PDN straps and rails:
The bar under the picture is 100 um long. Pins as bars on the die edge.
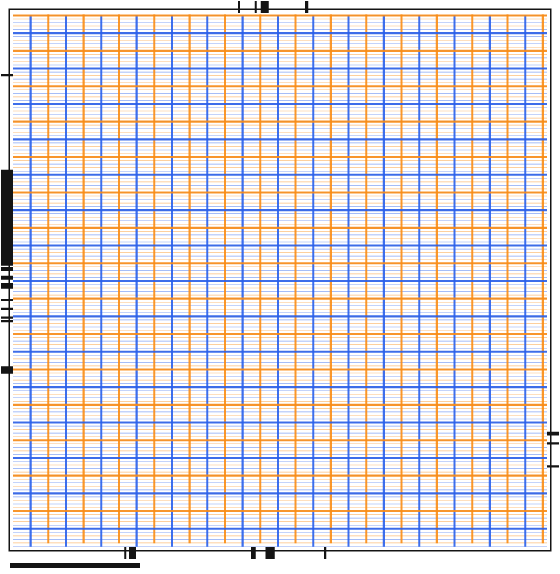
Placed cells, one colour a class:
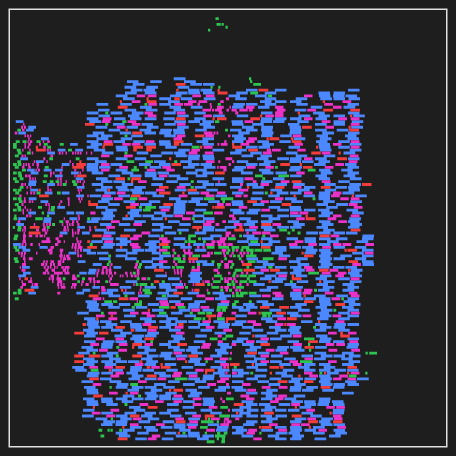
## src/rtl/softmax_sum_ctrl_16_pkg.sv

```systemverilog
// Shared definitions for the softmax sum controller: FSM encoding and
// default sizing of the exp datapath.
package softmax_sum_ctrl_16_pkg;

  localparam int DEF_DATA_W  = 16;
  localparam int DEF_MAX_LEN = 64;
  localparam int DEF_LEN_W   = 7;

  typedef enum logic [2:0] {
    ST_IDLE     = 3'd0,
    ST_CLEAR    = 3'd1,
    ST_ACCUM    = 3'd2,
    ST_FLUSH    = 3'd3,
    ST_WAIT_SUM = 3'd4,
    ST_NORM     = 3'd5,
    ST_DONE     = 3'd6
  } state_t;

  function automatic logic is_busy(input state_t s);
    return s != ST_IDLE;
  endfunction

endpackage

```

## src/rtl/softmax_sum_ctrl_16_if.sv

```systemverilog
// Handshake bundle between the softmax sum controller and its exp unit,
// exponent-sum adder and divider.
interface softmax_sum_ctrl_16_if #(
  parameter int DATA_W = softmax_sum_ctrl_16_pkg::DEF_DATA_W,
  parameter int LEN_W  = softmax_sum_ctrl_16_pkg::DEF_LEN_W
);
  logic              start_i;
  logic [LEN_W-1:0]  len_i;
  logic [DATA_W-1:0] exp_data_i;
  logic              exp_valid_i;
  logic              exp_ready_o;
  logic              adder_clear_o;
  logic [DATA_W-1:0] adder_data_o;
  logic              adder_valid_o;
  logic              exp_done_o;
  logic [DATA_W-1:0] sum_i;
  logic              sum_valid_i;
  logic [DATA_W-1:0] div_num_o;
  logic [DATA_W-1:0] div_den_o;
  logic              div_valid_o;
  logic              div_ready_i;
  logic              busy_o;
  logic              done_o;
  logic              err_o;

  // master is the controller's view; slave is the surrounding datapath
  modport master (
    input  start_i, len_i, exp_data_i, exp_valid_i, sum_i, sum_valid_i, div_ready_i,
    output exp_ready_o, adder_clear_o, adder_data_o, adder_valid_o, exp_done_o,
           div_num_o, div_den_o, div_valid_o, busy_o, done_o, err_o
  );

  modport slave (
    output start_i, len_i, exp_data_i, exp_valid_i, sum_i, sum_valid_i, div_ready_i,
    input  exp_ready_o, adder_clear_o, adder_data_o, adder_valid_o, exp_done_o,
           div_num_o, div_den_o, div_valid_o, busy_o, done_o, err_o
  );
endinterface

```

## src/rtl/softmax_vec_buf.sv

```systemverilog
// Register buffer holding one softmax vector: synchronous write while the
// exp values stream in, combinational read while they are replayed.
module softmax_vec_buf #(
  parameter int DATA_W = 16,
  parameter int DEPTH  = 64,
  parameter int ADDR_W = (DEPTH > 1) ? $clog2(DEPTH) : 1
) (
  input  logic              clock_i,
  input  logic              wr_en,
  input  logic [ADDR_W-1:0] wr_addr,
  input  logic [DATA_W-1:0] wr_data,
  input  logic [ADDR_W-1:0] rd_addr,
  output logic [DATA_W-1:0] rd_data
);

  logic [DATA_W-1:0] mem_reg [DEPTH];

  always_ff @(posedge clock_i) begin
    if (wr_en) begin
      mem_reg[wr_addr] <= wr_data;
    end
  end

  assign rd_data = mem_reg[rd_addr];

endmodule

```

## src/rtl/softmax_sum_ctrl_16.sv

```systemverilog
// Sequences one softmax vector: streams exp values into the sum adder while
// buffering them, then replays them with the latched sum to the divider.
module softmax_sum_ctrl_16
  import softmax_sum_ctrl_16_pkg::*;
#(
  parameter int DATA_W  = DEF_DATA_W,
  parameter int MAX_LEN = DEF_MAX_LEN,
  parameter int LEN_W   = DEF_LEN_W
) (
  input logic                   clock_i,
  input logic                   reset_i,
  softmax_sum_ctrl_16_if.master bus
);

  localparam int ADDR_W = (MAX_LEN > 1) ? $clog2(MAX_LEN) : 1;
  localparam logic [LEN_W-1:0] MAX_LEN_L = LEN_W'(MAX_LEN);
  localparam logic [LEN_W-1:0] ONE_L     = LEN_W'(1);

  state_t            state_reg;
  state_t            state_next;
  logic [LEN_W-1:0]  len_reg;
  logic [LEN_W-1:0]  in_cnt_reg;
  logic [LEN_W-1:0]  out_cnt_reg;
  logic [DATA_W-1:0] sum_reg;
  logic [DATA_W-1:0] adder_data_reg;
  logic              adder_valid_reg;
  logic              exp_done_reg;
  logic              err_reg;

  logic              len_legal;
  logic              start_ok;
  logic              start_bad;
  logic              exp_fire;
  logic              div_fire;
  logic              in_last;
  logic              out_last;
  logic              div_active;
  logic [DATA_W-1:0] buf_rd_data;

  assign len_legal  = (bus.len_i != '0) && (bus.len_i <= MAX_LEN_L);
  assign start_ok   = (state_reg == ST_IDLE) && bus.start_i && len_legal;
  assign start_bad  = (state_reg == ST_IDLE) && bus.start_i && !len_legal;

  assign bus.exp_ready_o = (state_reg == ST_ACCUM) && (in_cnt_reg < len_reg);
  assign exp_fire        = bus.exp_valid_i && bus.exp_ready_o;
  assign in_last         = (in_cnt_reg == len_reg - ONE_L);

  // NORM is only entered with out_cnt below len, so valid is a pure state decode
  assign div_active      = (state_reg == ST_NORM);
  assign div_fire        = div_active && bus.div_ready_i;
  assign out_last        = (out_cnt_reg == len_reg - ONE_L);

  assign bus.adder_clear_o = (state_reg == ST_CLEAR);
  assign bus.adder_data_o  = adder_data_reg;
  assign bus.adder_valid_o = adder_valid_reg;
  assign bus.exp_done_o    = exp_done_reg;
  assign bus.div_valid_o   = div_active;
  assign bus.div_num_o     = div_active ? buf_rd_data : '0;
  assign bus.div_den_o     = div_active ? sum_reg : '0;
  assign bus.busy_o        = is_busy(state_reg);
  assign bus.done_o        = (state_reg == ST_DONE);
  assign bus.err_o         = err_reg;

  always_comb begin
    state_next = state_reg;
    unique case (state_reg)
      ST_IDLE:     if (start_ok) state_next = ST_CLEAR;
      ST_CLEAR:    state_next = ST_ACCUM;
      ST_ACCUM:    if (exp_fire && in_last) state_next = ST_FLUSH;
      ST_FLUSH:    state_next = ST_WAIT_SUM;
      ST_WAIT_SUM: if (bus.sum_valid_i) state_next = ST_NORM;
      ST_NORM:     if (div_fire && out_last) state_next = ST_DONE;
      ST_DONE:     state_next = ST_IDLE;
      default:     state_next = ST_IDLE;
    endcase
  end

  always_ff @(posedge clock_i) begin
    if (reset_i) begin
      state_reg <= ST_IDLE;
    end else begin
      state_reg <= state_next;
    end
  end

  // Counters, latched length/sum and the registered adder beat
  always_ff @(posedge clock_i) begin
    if (reset_i) begin
      len_reg         <= '0;
      in_cnt_reg      <= '0;
      out_cnt_reg     <= '0;
      sum_reg         <= '0;
      adder_data_reg  <= '0;
      adder_valid_reg <= 1'b0;
      exp_done_reg    <= 1'b0;
      err_reg         <= 1'b0;
    end else begin
      err_reg         <= start_bad;
      exp_done_reg    <= (state_reg == ST_FLUSH);
      adder_valid_reg <= exp_fire;
      if (start_ok) begin
        len_reg     <= bus.len_i;
        in_cnt_reg  <= '0;
        out_cnt_reg <= '0;
      end
      if (exp_fire) begin
        adder_data_reg <= bus.exp_data_i;
        in_cnt_reg     <= in_cnt_reg + ONE_L;
      end
      if ((state_reg == ST_WAIT_SUM) && bus.sum_valid_i) begin
        sum_reg <= bus.sum_i;
      end
      if (div_fire) begin
        out_cnt_reg <= out_cnt_reg + ONE_L;
      end
    end
  end

  softmax_vec_buf #(
    .DATA_W (DATA_W),
    .DEPTH  (MAX_LEN),
    .ADDR_W (ADDR_W)
  ) u_buf (
    .clock_i (clock_i),
    .wr_en   (exp_fire),
    .wr_addr (in_cnt_reg[ADDR_W-1:0]),
    .wr_data (bus.exp_data_i),
    .rd_addr (out_cnt_reg[ADDR_W-1:0]),
    .rd_data (buf_rd_data)
  );

endmodule

```

## src/flat_wrapper.sv

```systemverilog
// flat-port wrapper written by rule: the top's interface ports become plain ports
module softmax_sum_ctrl_16_flat import softmax_sum_ctrl_16_pkg::*;
#(
  parameter int DATA_W  = DEF_DATA_W,
  parameter int MAX_LEN = DEF_MAX_LEN,
  parameter int LEN_W   = DEF_LEN_W
)
  (clock_i, reset_i, bus_start_i, bus_len_i, bus_exp_data_i, bus_exp_valid_i, bus_sum_i, bus_sum_valid_i, bus_div_ready_i, bus_exp_ready_o, bus_adder_clear_o, bus_adder_data_o, bus_adder_valid_o, bus_exp_done_o, bus_div_num_o, bus_div_den_o, bus_div_valid_o, bus_busy_o, bus_done_o, bus_err_o);
  softmax_sum_ctrl_16_if #(.DATA_W(DATA_W), .LEN_W(LEN_W)) bus_i ();
  input logic clock_i;
  input logic reset_i;
  input wire logic [$bits(bus_i.start_i)-1:0] bus_start_i;
  input wire logic [$bits(bus_i.len_i)-1:0] bus_len_i;
  input wire logic [$bits(bus_i.exp_data_i)-1:0] bus_exp_data_i;
  input wire logic [$bits(bus_i.exp_valid_i)-1:0] bus_exp_valid_i;
  input wire logic [$bits(bus_i.sum_i)-1:0] bus_sum_i;
  input wire logic [$bits(bus_i.sum_valid_i)-1:0] bus_sum_valid_i;
  input wire logic [$bits(bus_i.div_ready_i)-1:0] bus_div_ready_i;
  output wire logic [$bits(bus_i.exp_ready_o)-1:0] bus_exp_ready_o;
  output wire logic [$bits(bus_i.adder_clear_o)-1:0] bus_adder_clear_o;
  output wire logic [$bits(bus_i.adder_data_o)-1:0] bus_adder_data_o;
  output wire logic [$bits(bus_i.adder_valid_o)-1:0] bus_adder_valid_o;
  output wire logic [$bits(bus_i.exp_done_o)-1:0] bus_exp_done_o;
  output wire logic [$bits(bus_i.div_num_o)-1:0] bus_div_num_o;
  output wire logic [$bits(bus_i.div_den_o)-1:0] bus_div_den_o;
  output wire logic [$bits(bus_i.div_valid_o)-1:0] bus_div_valid_o;
  output wire logic [$bits(bus_i.busy_o)-1:0] bus_busy_o;
  output wire logic [$bits(bus_i.done_o)-1:0] bus_done_o;
  output wire logic [$bits(bus_i.err_o)-1:0] bus_err_o;
  assign bus_i.start_i = bus_start_i;
  assign bus_i.len_i = bus_len_i;
  assign bus_i.exp_data_i = bus_exp_data_i;
  assign bus_i.exp_valid_i = bus_exp_valid_i;
  assign bus_i.sum_i = bus_sum_i;
  assign bus_i.sum_valid_i = bus_sum_valid_i;
  assign bus_i.div_ready_i = bus_div_ready_i;
  assign bus_exp_ready_o = bus_i.exp_ready_o;
  assign bus_adder_clear_o = bus_i.adder_clear_o;
  assign bus_adder_data_o = bus_i.adder_data_o;
  assign bus_adder_valid_o = bus_i.adder_valid_o;
  assign bus_exp_done_o = bus_i.exp_done_o;
  assign bus_div_num_o = bus_i.div_num_o;
  assign bus_div_den_o = bus_i.div_den_o;
  assign bus_div_valid_o = bus_i.div_valid_o;
  assign bus_busy_o = bus_i.busy_o;
  assign bus_done_o = bus_i.done_o;
  assign bus_err_o = bus_i.err_o;
  softmax_sum_ctrl_16 #(.DATA_W(DATA_W), .MAX_LEN(MAX_LEN), .LEN_W(LEN_W)) u_core (.clock_i(clock_i), .reset_i(reset_i), .bus(bus_i));
endmodule
```

## config.mk

```make
export PLATFORM = sky130hd
export DESIGN_NAME = softmax_sum_ctrl_16_flat
export DESIGN_NICKNAME = d
export VERILOG_FILES = /design/src/rtl/softmax_sum_ctrl_16_pkg.sv /design/src/rtl/softmax_sum_ctrl_16_if.sv /design/src/rtl/softmax_vec_buf.sv /design/src/rtl/softmax_sum_ctrl_16.sv /design/src/flat_wrapper.sv
export SDC_FILE = /design/constraint.sdc
export NUM_CORES = 1
export LEC_CHECK = 0
export CAP_MARGIN = 25
export CELL_PAD_IN_SITES_DETAIL_PLACEMENT = 1
export CELL_PAD_IN_SITES_GLOBAL_PLACEMENT = 2
export CORE_MARGIN = 2
export CORE_UTILIZATION = 25
export CTS_CLUSTER_SIZE = 14
export DETAILED_ROUTE_END_ITERATION = 6
export MAX_ROUTING_LAYER = met4
export PLACE_DENSITY = 0.56
export SYNTH_ARGS = -nofsm -noshare
export SYNTH_HDL_FRONTEND = slang
export SYNTH_SLANG_ARGS = --single-unit
```

## constraint.sdc

```tcl
create_clock -name clock_i -period 4.2 [get_ports clock_i]
set_input_delay 0.84 -clock clock_i [delete_from_list [all_inputs] [get_ports clock_i]]
set_output_delay 0.84 -clock clock_i [all_outputs]
set_load 0.005 [all_outputs]
```

==> results_slide.txt <==
Physical Implementation Snapshot

Status
  – Status: complete, no violations

Power
  – Max power group: registers
  – Total Power: around 22 mW
  – Seq. pwr: roughly 12 mW
  – PD cells: roughly 430 mW/mm2
  – Clock Power Share: approximately 45%
  – Int Power: 17.74 mW
  – P_clk: about 10 mW
  – Sw Ratio: roughly a fifth
  – Static leakage: around 16 nW
  – Flop pwr share: 53.5%

Setup path
  – Critical-path cell list: buf_12 > buf_16 > buf_12 > mux4_2 > mux4_2 > nand3_4 > nand3_1 > clkdlybuf4s50_1
  – Slowest CP cell: mux4_2
  – Critical path class: register to output port
  – Register-to-Register Path Depth: 8
  – Reg2reg end: u_core.u_buf.mem_reg[16][1]
  – Crit end category: output port
  – End of the critical path: bus_div_num_o[7]
  – Worst path bufs/invs: 4

Timing
  – Fin. Hold Viols: 0
  – Worst-Margin Slew: just over 1000 ps
  – WHS: 454.7 ps
  – Max Freq: 0.2385 GHz
  – Final count of negative-setup-slack endpoints: 0
  – TNS Setup: 0 ps
  – RSZ-0062 raised after global routing: true
  – Fin crit period: 4194 ps
  – Clock skew: 23.92 ps
  – Final setup margin: about 6.3 ps

Global routing
  – Gr ovfl total: 0
  – GRT Max-Usage Layer: met2
  – Total Routing Usage GR: 14.06%
  – Met3 GRT Util: about 2.4%
  – Vias in the first global route: 22,530
  – Met1 Usage GRT: 17.93%
  – Antenna violations before repair: 5
  – First-pass GRT wire length: 169.8 mm
  – Pin count of the biggest net entering global routing: 51

Final layout
  – Ant. Diodes: 3
  – Comb/total area: 19.13%
  – Layout area overhead: 23.60%
  – Comb_multi_in: 747
  – Fin cells: 4,585
  – Signal buffers share of area: 6.893%
  – Layout Nets: approximately 2,300
  – Largest class: registers
  – Dominant logic cell types in the final layout: 1,024 x edfxtp_1, 318 x mux4_2, 123 x clkbuf_16, 108 x buf_4, 81 x nand2_1
  – Comb area: 0.009980 mm2
  – Final-layout fill cell count: between 15,000 and 20,000
  – Share of cells above drive strength 1: between 30% and 40%
  – Max FFs per register: 1,024
  – Clkbuf count: about 160
  – Top cell excl fill/tap: edfxtp_1
  – Seq cells: ~1,100
  – Reg area: around 0.032 mm2
  – ClkCell Share: 7.073%

Clock network
  – CTS resizes: 110
  – Post-CTS Setup Inserts: 32
  – Clock root buffer: clkbuf_16
  – Clock tree from TritonCTS: done
  – CTS sink count: 1,089
  – # hold bufs at CTS: 0
  – Worst-case clock buffer depth: 3
  – CTS clk-pin slew, worst paths: 60 ps
  – Total CTS buffers: around 120

Routing
  – DRT Pass-1 Iters: 7
  – Routed wl met3: 5.482 mm
  – Routed Wire Length: 118.5 mm
  – Initial drt markers: 1,747
  – DR top layer: met4
  – Post-Route M1 WL: around 50 mm
  – Number of antenna-violating nets in the routed design: 0

Synthesis
  – Largest area contributor in the netlist: edfxtp_1
  – Post-synth ARST share: 0%
  – Ys cells: between 1,500 and 2,000
  – Synth top cell by count: edfxtp_1
  – Seq/Total Area, Yosys: 75.93%
  – XOR/XNOR Area Share: 0.4684%
  – Yosys cell types: between 40 and 50
  – Main flop type: edfxtp_1
  – Area contributors post-synth: edfxtp_1 73%, mux4_2 17%, dfxtp_1 3.1%
  – Synthesized cell area: 0.04221 mm2
  – Multiplexer share: between 10% and 20%
  – Synth Instances: approximately 2,000
  – Aoi/oai-family share of the synthesized area: 1.316%
  – Synth warn: 0
  – Simple share: 3.353%
  – Most frequent cells after synthesis: 1,024 x edfxtp_1, 318 x mux4_2, 87 x nor2_1, 81 x nand2_1, 68 x clkbuf_1
  – Mean Syn Cell Area: 21.44 um2
  – EDFF count, synth: 1,024
  – Adder-Cell Fraction of Synth Area: 0.2964%
  – Logic family by area: multiplexers
  – Mapped Nets: ~2,000

Place
  – Dpl hpwl: 70.88 mm
  – Placement Cell Area: approximately 0.047 mm2
  – Dpl ws: about 230 ps
  – Placed cell count: 4,308
  – IO Port Bufs: ~100

Run
  – Log Warnings: 29

Die
  – Chip area: 0.1721 mm2
  – Ports: around 100

Min path
  – Hold Path Class: register to register
  – Hold Crit Endpoint: u_core.sum_reg[8]
## Picture notes: 'PDN straps and rails'
- VSS: blue
- VDD: orange
- signal pins: 101
- met4 straps: 30
- met5 straps: 30
- met1 rails: 151
total core area: 0.1674 mm2
Die X: 414.9 um
Die H: 414.9 um
maximum VDD drop: 0.3248 mV

## Picture notes: 'placed cells, one colour a class'
- flops: blue (cells 1,089)
- combinational and other logic: magenta (cells 765)
- other buffers and delay cells: green (cells 302)
- clock drivers and dummy loads: red (cells 222)
post-layout util: 31.16%
Design Area, Final: 0.05217 mm2
row cnt: 150
sequential cell area share: 61.47%

Power is estimated from default activity; no workload was simulated.
